### config.mk
export PLATFORM = sky130hd
export DESIGN_NAME = rx_dir_arbiter
export DESIGN_NICKNAME = d
export VERILOG_FILES = /design/src/rtl/rx_dir_arbiter_pkg.sv /design/src/rtl/rx_dir_arbiter_req_sync.sv /design/src/rtl/rx_dir_arbiter.sv
export SDC_FILE = /design/constraint.sdc
export NUM_CORES = 1
export LEC_CHECK = 0
export CAP_MARGIN = 20
export CORE_MARGIN = 2
export CORE_UTILIZATION = 50
export CTS_CLUSTER_SIZE = 8
export DETAILED_ROUTE_END_ITERATION = 6
export PLACE_DENSITY = 0.81
export SKIP_CTS_REPAIR_TIMING = 1
export SYNTH_ARGS = -nofsm -noshare
export SYNTH_HDL_FRONTEND = slang
export SYNTH_SLANG_ARGS = --single-unit
### constraint.sdc
create_clock -name clk -period 3.2 [get_ports clk]
set_clock_uncertainty 0.1 [all_clocks]
set_input_delay 0.32 -clock clk [delete_from_list [all_inputs] [get_ports clk]]
set_output_delay 0.32 -clock clk [all_outputs]
set_load 0.05 [all_outputs]
### src/rtl/rx_dir_arbiter_pkg.sv
// Shared definitions for the receive-direction arbiter: link direction codes,
// FSM state encoding and the AXI-Stream keep-width helper.
package rx_dir_arbiter_pkg;

    localparam logic [1:0] DIR_E = 2'd0;
    localparam logic [1:0] DIR_S = 2'd1;
    localparam logic [1:0] DIR_W = 2'd2;
    localparam logic [1:0] DIR_N = 2'd3;

    typedef enum logic [1:0] {
        ST_IDLE    = 2'd0,
        ST_COLLECT = 2'd1,
        ST_DRAIN   = 2'd2
    } arb_state_t;

    function automatic int axis_keep_w(input int data_w);
        return data_w / 8;
    endfunction

endpackage

### src/rtl/rx_dir_arbiter_req_sync.sv
// Multi-flop synchroniser for one asynchronous two-phase request line.
// Works for any depth >= 1; the output is the last flop of the chain.
module req_sync #(
    parameter int STAGES = 2
) (
    input  logic clk,
    input  logic rst_n,
    input  logic d,
    output logic q
);

    logic [STAGES-1:0] sync_q;

    always_ff @(posedge clk or negedge rst_n) begin
        if (!rst_n) begin
            sync_q <= '0;
        end else begin
            // NOTE: non-blocking so every flop samples the previous stage's old value.
            sync_q <= (sync_q << 1) | STAGES'(d);
        end
    end

    assign q = sync_q[STAGES-1];

endmodule

### src/rtl/rx_dir_arbiter.sv
// Round-robin arbiter forwarding one two-phase REQ/ACK link (E/S/W/N) at a time
// onto an AXI-Stream master, framing packets by word count or idle timeout.
module rx_dir_arbiter
    import rx_dir_arbiter_pkg::*;
#(
    parameter int DATA_W       = 16,
    parameter int SYNC_STAGES  = 2,
    parameter int MAX_BURST    = 256,
    parameter int IDLE_TIMEOUT = 1024
) (
    input  logic                        clk,
    input  logic                        rst_n,
    input  logic                        rx_en,
    input  logic                        E_RX_REQ,
    input  logic [DATA_W-1:0]           E_RX_DATA,
    output logic                        E_RX_ACK,
    input  logic                        S_RX_REQ,
    input  logic [DATA_W-1:0]           S_RX_DATA,
    output logic                        S_RX_ACK,
    input  logic                        W_RX_REQ,
    input  logic [DATA_W-1:0]           W_RX_DATA,
    output logic                        W_RX_ACK,
    input  logic                        N_RX_REQ,
    input  logic [DATA_W-1:0]           N_RX_DATA,
    output logic                        N_RX_ACK,
    output logic [DATA_W-1:0]           M_AXIS_TDATA,
    output logic                        M_AXIS_TVALID,
    input  logic                        M_AXIS_TREADY,
    output logic [axis_keep_w(DATA_W)-1:0] M_AXIS_TKEEP,
    output logic                        M_AXIS_TLAST,
    output logic                        RECE_DONE,
    output logic [31:0]                 RECE_COUNT,
    output logic [1:0]                  Receive_Direction,
    output logic                        busy
);

    localparam int KEEP_W = axis_keep_w(DATA_W);
    localparam int WCNT_W = $clog2(MAX_BURST + 1);
    localparam int IDLE_W = $clog2(IDLE_TIMEOUT + 1);

    arb_state_t        state, state_nxt;
    logic [3:0]        req_raw, req_s, ack, pending;
    logic [DATA_W-1:0] link_data [4];
    logic [1:0]        grant, rr_ptr, arb_dir, cand;
    logic              arb_found, do_grant, take, flush, out_free;
    logic [DATA_W-1:0] h_data, out_data;
    logic              hv, out_valid, out_last, rece_done;
    logic [WCNT_W-1:0] word_cnt;
    logic [IDLE_W-1:0] idle_cnt;
    logic [31:0]       rece_count;

    assign req_raw = {N_RX_REQ, W_RX_REQ, S_RX_REQ, E_RX_REQ};
    assign link_data[DIR_E] = E_RX_DATA;
    assign link_data[DIR_S] = S_RX_DATA;
    assign link_data[DIR_W] = W_RX_DATA;
    assign link_data[DIR_N] = N_RX_DATA;

    for (genvar i = 0; i < 4; i++) begin : g_sync
        req_sync #(.STAGES(SYNC_STAGES)) u_sync (
            .clk   (clk),
            .rst_n (rst_n),
            .d     (req_raw[i]),
            .q     (req_s[i])
        );
    end

    assign pending  = req_s ^ ack;
    assign out_free = !out_valid || M_AXIS_TREADY;

    always_comb begin
        // NOTE: every output of this block gets a default first, so no path leaves it unassigned (no latch).
        state_nxt = state;
        do_grant  = 1'b0;
        take      = 1'b0;
        flush     = 1'b0;
        arb_found = 1'b0;
        arb_dir   = rr_ptr;
        cand      = rr_ptr;

        // Search starts just after the last winner; i=4 wraps back to the pointer itself.
        for (int i = 1; i <= 4; i++) begin
            cand = rr_ptr + 2'(i);
            if (!arb_found && pending[cand]) begin
                arb_found = 1'b1;
                arb_dir   = cand;
            end
        end

        case (state)
            ST_IDLE: begin
                if (rx_en && arb_found) begin
                    do_grant  = 1'b1;
                    state_nxt = ST_COLLECT;
                end
            end
            ST_COLLECT: begin
                if (word_cnt == WCNT_W'(MAX_BURST)) begin
                    if (out_free) begin
                        flush     = 1'b1;
                        state_nxt = ST_DRAIN;
                    end
                end else if (pending[grant] && (!hv || out_free)) begin
                    take = 1'b1;
                end else if (hv && idle_cnt == IDLE_W'(IDLE_TIMEOUT) && out_free) begin
                    flush     = 1'b1;
                    state_nxt = ST_DRAIN;
                end
            end
            ST_DRAIN: begin
                if (out_valid && M_AXIS_TREADY && out_last) state_nxt = ST_IDLE;
            end
            default: state_nxt = ST_IDLE;
        endcase
    end

    always_ff @(posedge clk or negedge rst_n) begin
        if (!rst_n) begin
            state      <= ST_IDLE;
            rr_ptr     <= DIR_N;
            grant      <= DIR_E;
            ack        <= '0;
            // NOTE: the data registers are reset too because TDATA must read zero out of reset.
            h_data     <= '0;
            hv         <= 1'b0;
            out_data   <= '0;
            out_valid  <= 1'b0;
            out_last   <= 1'b0;
            word_cnt   <= '0;
            idle_cnt   <= '0;
            rece_count <= '0;
            rece_done  <= 1'b0;
        end else begin
            state     <= state_nxt;
            rece_done <= out_valid && M_AXIS_TREADY && out_last;
            if (out_valid && M_AXIS_TREADY) rece_count <= rece_count + 32'd1;

            if (do_grant) begin
                grant    <= arb_dir;
                rr_ptr   <= arb_dir;
                word_cnt <= '0;
                idle_cnt <= '0;
            end

            if (take) begin
                h_data       <= link_data[grant];
                hv           <= 1'b1;
                ack[grant]   <= ~ack[grant];
                word_cnt     <= word_cnt + WCNT_W'(1);
                idle_cnt     <= '0;
            end else if (state == ST_COLLECT && idle_cnt != IDLE_W'(IDLE_TIMEOUT)) begin
                idle_cnt <= idle_cnt + IDLE_W'(1);
            end

            if (flush) hv <= 1'b0;

            // H feeds the output slot: on a new word (TLAST=0) or when the packet closes (TLAST=1).
            if ((take && hv) || flush) begin
                out_valid <= 1'b1;
                out_data  <= h_data;
                out_last  <= flush;
            end else if (out_valid && M_AXIS_TREADY) begin
                out_valid <= 1'b0;
                out_last  <= 1'b0;
            end
        end
    end

    assign {N_RX_ACK, W_RX_ACK, S_RX_ACK, E_RX_ACK} = ack;
    assign M_AXIS_TDATA      = out_data;
    assign M_AXIS_TVALID     = out_valid;
    assign M_AXIS_TLAST      = out_last;
    assign M_AXIS_TKEEP      = {KEEP_W{out_valid}};
    assign RECE_DONE         = rece_done;
    assign RECE_COUNT        = rece_count;
    assign Receive_Direction = grant;
    assign busy              = (state != ST_IDLE);

endmodule

==> run_1/power_grid.png <==
Bar = 20 µm. Pins as bars on the die edge.
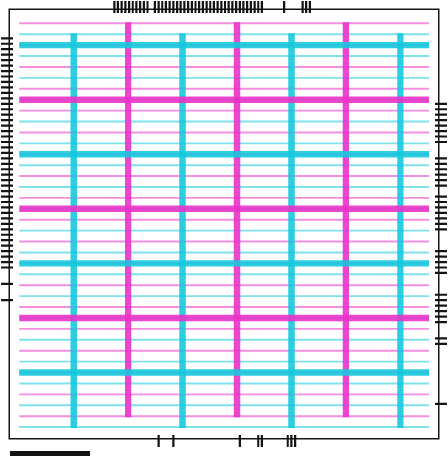
legend:
  cyan:
    net: VSS
  magenta:
    net: VDD
signal pins: 132
met1 rails: 38
met4 straps: 7
rows: 37
Core ar.: 10300 µm²
Die Y: 107 µm
DIE WIDTH: 107 µm

==> run_1/placement_by_type.png <==
Bar = 20 µm.
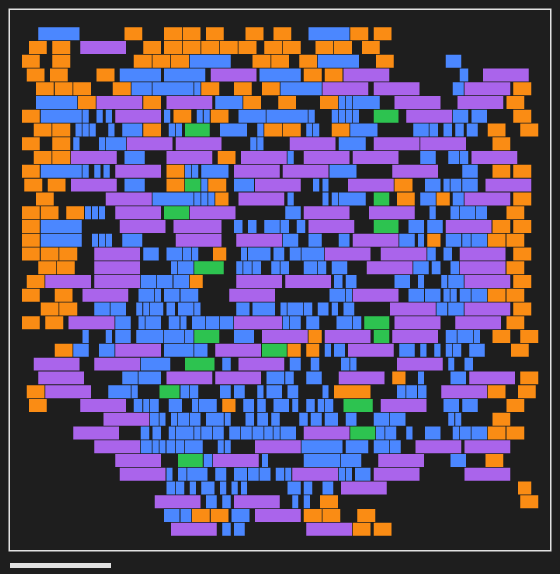
legend:
  orange:
    class: remaining buffers and delay cells
    cells: 143
    share_of_their_area: 21%
  blue:
    class: combinational and other logic
    cells: 347
    share_of_their_area: 37%
  purple:
    class: sequential cells
    cells: 106
    share_of_their_area: 39%
  green:
    class: clock drivers and dummy loads
    cells: 16
    share_of_their_area: 3.1%
Final Util: 67.8%
# rows: 37
Design Area, Final: 6960 µm²

==> Slide: Implementation Results, run 1 <==
Physical Implementation Snapshot

Worst hold path
  – Min-delay src: g_sync[1].u_sync.sync_q[0]
  – Hold Crit Depth: 0
  – Worst Hold End: g_sync[1].u_sync.sync_q[1]
  – HP Class: flip-flop to flip-flop

Final timing
  – Worst-Margin Slew: 1.05 ns
  – RSZ-0062 raised after global routing: no
  – Max Freq: around 370 MHz
  – Slew Viols, Final: 0
  – Slew margin rel.: 29.1%

Layout
  – Number of antenna diodes: 0
  – # nets final: 684
  – Fillers: 796
  – Reg area: approximately 2700 µm²
  – Post-route insts no fill: approximately 750
  – Most instantiated logic cell after routing: clkdlybuf4s50_1
  – Layout cells sized above 1: 13.2%

GRT
  – Vias in the first global route: 4096
  – Largest net degree at the start of global routing: slightly below 60
  – Overall routing resource usage: 21.2%
  – Met1 Track Usage GR: roughly 28%
  – First-pass GRT wire length: a little under 20000 µm

Worst setup path
  – R2r worst-path depth: 8
  – Critical path arrival: about 2.9 ns
  – Worst setup EP type: flip-flop
  – Crit path launch type: flip-flop
  – Reg2reg end: M_AXIS_TDATA[7]

Detailed routing
  – Drt first-iter violations: 217
  – DRT Pass-1 Iters: 4

Die
  – DIE AREA: 11400 µm²

Run
  – OpenROAD warning count: 28
  – Max cap viols: 0

Clock network
  – Num CTS Buffers: 9
  – Clk pin slew, worst setup/hold paths: 0.11 ns

Place
  – Number of I/O port buffers: about 130
  – Detailed Place HPWL: 8520 µm
  – Gp weighted congestion: 0.884

Logic synthesis
  – Prevailing post-synth register cell: dfrtp_1
  – Sequential area share after synthesis: 50.4%
  – Post-synthesis cell count from yosys: 471
  – Synth Area per Inst: between 10 and 15 µm²
  – Synth Instances: 471
  – Yosys Chip Area: 5270 µm²
  – Post-Syn Area: 5270 µm²
  – Post-Syn Nets: 548
  – Ys Warns: 0

Power
  – Worst vdd ir: about 0.64 mV

Outcome
  – Status: finished, final reports clean
==> run_1/clk_routes.png <==
Bar = 20 µm.
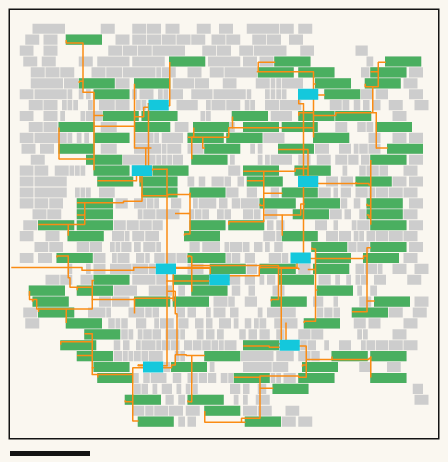
legend:
  orange:
    item: clock wires
    length: 1130 µm
  cyan:
    item: clock drivers
    count: 9
  green:
    item: flip-flops
    count: 106
flops lie: widely spread
Clock group: 0.830 mW
Clock Power Share: 13.2%
worst skew pair latency: 0.38 ns

run 1: flip-flops by register name (all words and copies together), names as in the netlist:
signal,count
word_cnt,9
RECE_DONE,1
M_AXIS_TLAST,1
hv,1
M_AXIS_TDATA,16
M_AXIS_TVALID,1
idle_cnt,11
g_sync.u_sync.sync_q,8
state,2
rr_ptr,2
ack,4
RECE_COUNT,32
Receive_Direction,2
h_data,16
run 1: cell type report:
class                   count  share of cell area [%]
flip-flops and latches    106                    38.1
multi-input cells         332                    35.3
repair buffers            143                    20.3
well taps                 136                    2.44
clock buffers               9                    1.78
clock inverters             7                    1.24
inverters                  15                   0.809
run 1: Yosys cell counts (all sizes together), types with 2 or more instances:
library cell	number	area [µm²]
and4	4	36.3
a31oi	2	12.5
nand2	77	289
a22oi	2	15.0
nand3	29	145
a21oi	10	50.1
nor3b	3	22.5
dfstp	2	52.6
and3	16	100
and2	6	38.8
xor2	16	148
mux2i	6	72.6
nor4b	2	17.5
dfrtp	104	2600
o21a	2	15.0
or2	4	25.0
nor2	19	71.3
o211ai	2	15.0
nand4	9	56.3
nor3	7	35.0
mux2	19	248
xnor2	31	272
mux4	16	360
nand2b	3	18.8
or4	2	16.3
inv	15	56.3
clkbuf	10	37.5
o21ai	13	65.1
o22ai	5	31.3
and2b	3	25.0
nor4	2	18.8
ha	5	62.6
buf	8	65.1
a211o	5	43.8
run 1: stage by stage:
| stage | area, µm² | total power, mW | hold WS (ns) | util, % |
|---|---|---|---|---|
| after floorplan | 5270 | 4.56 | -0.0756 | - |
| after global placement | 6740 | 5.37 | 0.232 | 65.5 |
| after detailed placement | 6740 | 5.51 | 0.236 | 65.6 |
| after CTS | 6950 | 6.34 | -0.0968 | 67.7 |
| after global routing | 6960 | 6.71 | 0.262 | 67.8 |
| final | 6960 | 6.29 | 0.260 | 67.8 |
run 1: metal layers:
layer  wire length, µm  vias up
li1                  -     1921
met1              5050     1995
met2              5620      115
met3               547       17
met4               173        0
met5                 0        -
run 1: worst max-delay path: stages, from the launching register on:
cell     delay, ns
dfrtp_1       0.43
inv_1         0.07
ha_1          0.19
and2_2        0.19
a32oi_1       0.29
and3_1        0.37
mux2i_4       0.28
buf_4         0.31
mux2_2        0.37
run 1: where the power goes:
group	leakage, nW	internal [mW]	switching, mW
Clock	0.104	0.313	0.516
Combinational	1.61	1.42	2.00
Sequential	1.36	1.72	0.317
run 1: worst max path at each step:
stage,from,endpoint,slack (ns),cells after the start
6_report,word_cnt[0],M_AXIS_TDATA[7],0.49,8
5_1_grt,word_cnt[0],M_AXIS_TDATA[12],0.32,8
4_1_cts,word_cnt[0],M_AXIS_TDATA[8],0.50,8
3_5_place_dp,M_AXIS_TREADY,M_AXIS_TDATA[7],0.23,7
3_3_place_gp,M_AXIS_TREADY,M_AXIS_TDATA[8],0.34,7
2_1_floorplan,Receive_Direction[1],M_AXIS_TDATA[0],0.68,7
run 1: kinds of logic after synthesis:
| group | share of synthesized area [%] |
|---|---|
| AND-OR/OR-AND | 6.84 |
| buffers and inverters | 3.01 |
| adder cells (fa/ha/maj) | 1.19 |
| multiplexers | 12.9 |
| XOR/XNOR | 7.95 |
| flip-flops | 50.4 |
| AND/OR/NAND/NOR | 17.7 |
==> run_1/congestion.png <==
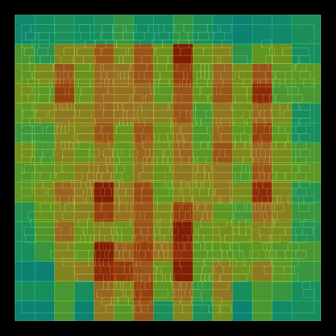

--- run 2 (diff from run 1) ---
CORE_UTILIZATION = 45   (was 50)
PLACE_DENSITY = 0.77   (was 0.81)
clock period = 2.2 ns   (was 3.2 ns; I/O delays follow)
==> run_2/congestion.png <==
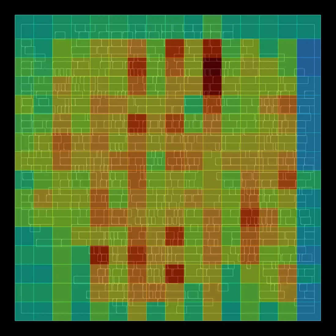
met1 Track Usage GR: 24.6%
GR peak layer: met2

==> run_2/power_grid.png <==
Bar = 20 µm. Pins as bars on the die edge.
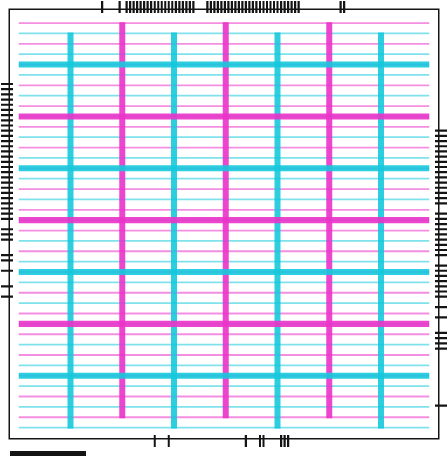
legend:
  cyan:
    net: VSS
  magenta:
    net: VDD
met4 straps: 7
met1 rails: 40
rows: 39
Die Y: 112 µm
DIE WIDTH: 112 µm
Core ar.: 11400 µm²

==> Slide: Implementation Results, run 2 <==
Physical Implementation Snapshot

Outcome
  – Status: complete, but fails checks
  – Failing checks: setup timing

Logic synthesis
  – Synth area leader: dfrtp_1
  – Synth Instances: 471 (unchanged)
  – Prevailing post-synth register cell: dfrtp_1
  – Synth cell count leaders: dfrtp_1 (104), nand2_1 (77), xnor2_1 (31)
  – Ys Warns: 0 (unchanged)
  – Dominant cell area share: 49.4% (unchanged)
  – Post-Syn Nets: 548 (unchanged)
  – Top-count cell post-synth: dfrtp_1
  – Top cells, area: dfrtp_1 (49%), mux4_2 (6.8%), nand2_1 (5.5%), xnor2_1 (5.2%), nand3_1 (2.8%)
  – Synth Area per Inst: 11.2 µm² (unchanged)

Worst setup path
  – Worst setup EP type: flip-flop
  – CP top delay family: multiplexers
  – Critical path arrival: 2.34 ns (-0.55 ns)
  – Crit path launch type: flip-flop
  – Max stage delay on crit path: 0.43 ns (about the same)

Detailed routing
  – Drt first-iter violations: 284 (+31%)

Clock network
  – Clk pin slew, worst setup/hold paths: 0.07 ns (-0.04 ns)
  – Num CTS Buffers: 9 (unchanged)

Layout
  – # nets final: 723 (+5.7%)
  – Number of antenna diodes: 0 (unchanged)
  – Fillers: 892 (+12%)
  – Layout cells sized above 1: 22.0% (+8.7 points)
  – Most instantiated logic cell after routing: clkdlybuf4s50_1

Die
  – # rows: 39 (+5.4%)
  – DIE AREA: 12600 µm² (+11%)

Final timing
  – Slew margin rel.: 61.4% (+32 points)
  – Final WS setup: -0.0164 ns
  – Max Freq: 451 MHz (+22%)
  – Slew Viols, Final: 0 (unchanged)
  – Final setup viols: 10
  – RSZ-0062 raised after global routing: yes

Run
  – Max cap viols: 0 (unchanged)

Place
  – Detailed Place HPWL: 9100 µm (+6.8%)
  – Number of I/O port buffers: 131 (unchanged)
  – Gp weighted congestion: 0.825 (-6.7%)

GRT
  – Overall routing resource usage: 19.8% (-1.4 points)

Worst hold path
  – HP Class: primary input to flip-flop
==> run_2/clk_routes.png <==
Bar = 20 µm.
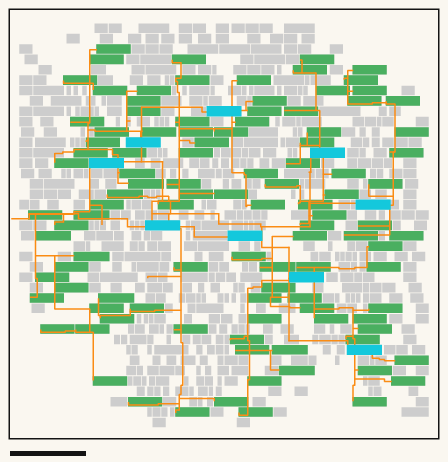
legend:
  orange:
    item: clock wires
    length: 1240 µm
  green:
    item: flip-flops
    count: 106
  cyan:
    item: clock drivers
    count: 9
flops lie: widely spread
routed clock nets: 10
Clock group: 1.60 mW
worst skew pair latency: 0.35 ns
Clock Power Share: 15.5%

==> run 2: cell count changes in the layout (fill, tap and decap cells not counted), moves of 3 or more <==
cell       delta
dfrtp_1       -9
buf_4        +38
clkbuf_16    +10
dfrtp_2       +9
clkinv_8      -3
clkbuf_8      -9
==> run 2: final cells by class <==
class                   instances  area share (%)
clock buffers                  10            3.05
clock inverters                 6           0.867
inverters                      15           0.750
multi-input cells             332            34.2
flip-flops and latches        106            35.5
well taps                     143            2.38
repair buffers                182            23.2
==> run 2: through the flow <==
| step | area (µm²) | util [%] | cells | setup TNS, ns |
|---|---|---|---|---|
| 3_3_place_gp | 7080 | 62.0 | 773 | -2.50 |
| 5_1_grt | 7510 | 65.7 | 794 | -0.967 |
| 6_report | 7510 | 65.7 | 794 | -0.0604 |
| 4_1_cts | 7380 | 64.6 | 789 | -2.23 |
| 2_1_floorplan | 5330 | - | 471 | -1.23 |
| 3_5_place_dp | 7080 | 62.0 | 773 | -3.20 |
==> run 2: logic make-up (layout without fill, tap and decap cells) <==
logic type / after synthesis / count (layout) / synth area share [%]
xor+xnor: 47 / 47 / 7.95
buf+inv: 33 / 213 / 3.01
simple gates: 188 / 188 / 17.7
fa+ha+maj: 5 / 5 / 1.19
compound gates: 51 / 51 / 6.84
flops: 106 / 106 / 50.4
mux: 41 / 41 / 12.9
==> run 2: worst paths after layout <==
kind	from	end	slack [ns]	cells past startpoint
worst max register to register	Receive_Direction[0]	M_AXIS_TDATA[11]	-0.02	6
worst max-delay path	Receive_Direction[0]	M_AXIS_TDATA[11]	-0.02	6
worst min register to register	g_sync[1].u_sync.sync_q[0]	g_sync[1].u_sync.sync_q[1]	0.25	0
max in group asynchronous	rst_n	ack[2]	1.15	3
worst min-delay path	E_RX_REQ	g_sync[0].u_sync.sync_q[0]	0.21	1
min in group asynchronous	rst_n	RECE_COUNT[5]	0.35	3
==> run 2: where the power goes <==
group	internal (mW)	switching, mW
sequential	2.53	0.413
combinational	2.64	3.19
clock	0.885	0.719
==> run 2: per-layer routing <==
metal	part of all wire [%]	routed length (µm)
met4	1.3	168
met2	52	6450
met3	5.6	700
met5	0	0
met1	41	5130
==> run_2/wires.png <==
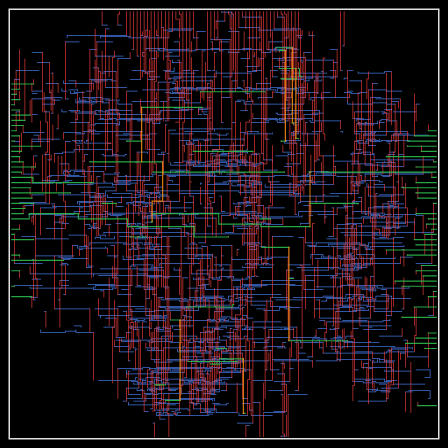

--- run 3 (diff from run 2) ---
CAP_MARGIN = default   (was 20)
RECOVER_POWER = 25   (was default)
==> run_3/wires.png <==
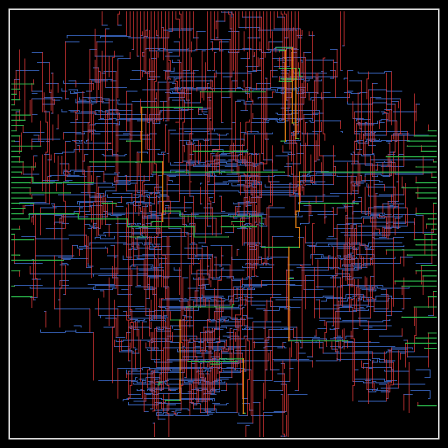
legend:
  green:
    layer: metal 3
    wire_length: 704 µm
  orange:
    layer: metal 4
    wire_length: 173 µm
  blue:
    layer: metal 1
    wire_length: 5120 µm
  red:
    layer: metal 2
    wire_length: 6450 µm
WL per Instance: 15.7 µm
routed wire length: 12400 µm
Vias: 4205
overall routing resource usage: 19.8%

==> run_3/power_grid.png <==
Bar = 20 µm. Pins as bars on the die edge.
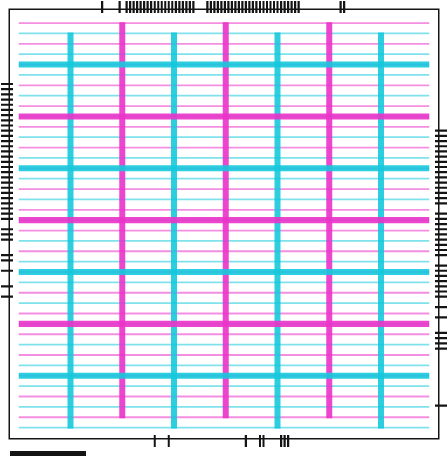
legend:
  magenta:
    net: VDD
  cyan:
    net: VSS
rows: 39
met5 straps: 7
signal pins: 132
worst vdd ir: 0.895 mV

==> run_3/clk_routes.png <==
Bar = 20 µm.
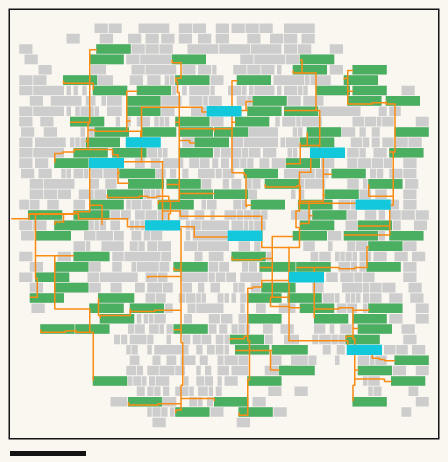
legend:
  orange:
    item: clock wires
    length: 1240 µm
  cyan:
    item: clock drivers
    count: 9
  green:
    item: flip-flops
    count: 106
routed clock nets: 10
flops lie: widely spread
Clock group: 1.61 mW

==> Slide: Implementation Results, run 3 <==
Physical Implementation Snapshot

Logic synthesis
  – Synth Instances: 471 (unchanged)
  – AO/OA Area Share: 6.84% (unchanged)
  – Simple-Gate Fraction of Synth Area: 17.7% (unchanged)
  – Comb area leader: simple AND/OR/NAND/NOR gates
  – Prevailing post-synth register cell: dfrtp_1
  – Synth cell count leaders: dfrtp_1 (104), nand2_1 (77), xnor2_1 (31)
  – Ys Warns: 0 (unchanged)
  – Synth area leader: dfrtp_1

Outcome
  – Status: complete, but fails checks
  – Failing checks: setup timing

Layout
  – Layout cells sized above 1: 22.0% (unchanged)
  – # nets final: 723 (unchanged)

Final timing
  – Max Freq: 451 MHz (unchanged)
  – Final setup viols: 10 (unchanged)
  – Final WS setup: -0.0164 ns (-0.00000200 ns)

Worst setup path
  – Critical path arrival: 2.34 ns (about the same)
  – Worst setup EP type: flip-flop

Die
  – # rows: 39 (unchanged)

Power
  – Psw: 4.32 mW (about the same)

Place
  – Detailed Place HPWL: 9100 µm (unchanged)

Worst hold path
  – HP Class: flip-flop to flip-flop
run 3: cell counts after synthesis:
Identical to the previous run, type by type.
run 3: routing by layer:
layer | vias up | part of all wire (%) | GRT usage [%]
met4 | 0 | 1.4 | 4.96
met3 | 22 | 5.7 | 4.91
li1 | 2008 | - | -
met5 | - | 0 | 0
met1 | 2053 | 41 | 24.6
met2 | 122 | 52 | 34.9
run 3: critical path: stages, from the launching register on:
cell and delay, ns:
dfrtp_2 0.43, and2b_2 0.22, a22oi_2 0.25, and3_4 0.26
mux2i_4 0.31, buf_12 0.18, mux2_2 0.34
run 3: cell type report:
class	count	area, µm²
fill	894	3920
sequential	106	2670
multi-input combinational	332	2570
timing repair buffer	182	1730
clock buffer	10	229
tap	143	179
clock inverter	6	65.1
inverter	15	56.3
run 3: logic make-up (layout without fill, tap and decap cells):
family	after synthesis	in the layout
AND-OR/OR-AND	51	51
flip-flops	106	106
buffers and inverters	33	213
multiplexers	41	41
AND/OR/NAND/NOR	188	188
adder cells (fa/ha/maj)	5	5
XOR/XNOR	47	47
run 3: stage by stage:
stage,cell area [µm²],utilization (%),hold WS (ns)
6_report,7490,65.6,0.250
5_1_grt,7490,65.6,0.261
4_1_cts,7380,64.6,-0.139
3_5_place_dp,7080,62.0,0.232
3_3_place_gp,7080,62.0,0.231
2_1_floorplan,5330,-,-0.176
run 3: path summary, 6_finish.rpt:
check                                            from                    endpoint  slack, ns  cells past startpoint
min reg2reg                g_sync[1].u_sync.sync_q[0]  g_sync[1].u_sync.sync_q[1]       0.25                      0
min                        g_sync[1].u_sync.sync_q[0]  g_sync[1].u_sync.sync_q[1]       0.25                      0
min in group asynchronous                       rst_n               RECE_COUNT[5]       0.74                      3
max                              Receive_Direction[0]            M_AXIS_TDATA[11]      -0.02                      6
max in group asynchronous                       rst_n                      ack[2]       0.24                      3
max reg2reg                      Receive_Direction[0]            M_AXIS_TDATA[11]      -0.02                      6
run 3: power groups by stage:
stage               sequential, mW  clock (mW)  combinational, mW
floorplan                     3.82           0               2.87
CTS                           2.93        1.64               5.62
global placement              2.93           0               5.43
global route                  3.02        1.71               6.24
detailed placement            2.96           0               5.58
finish                        2.94        1.61               5.82
No activity file was given, so power comes from the tool's default toggle rates.
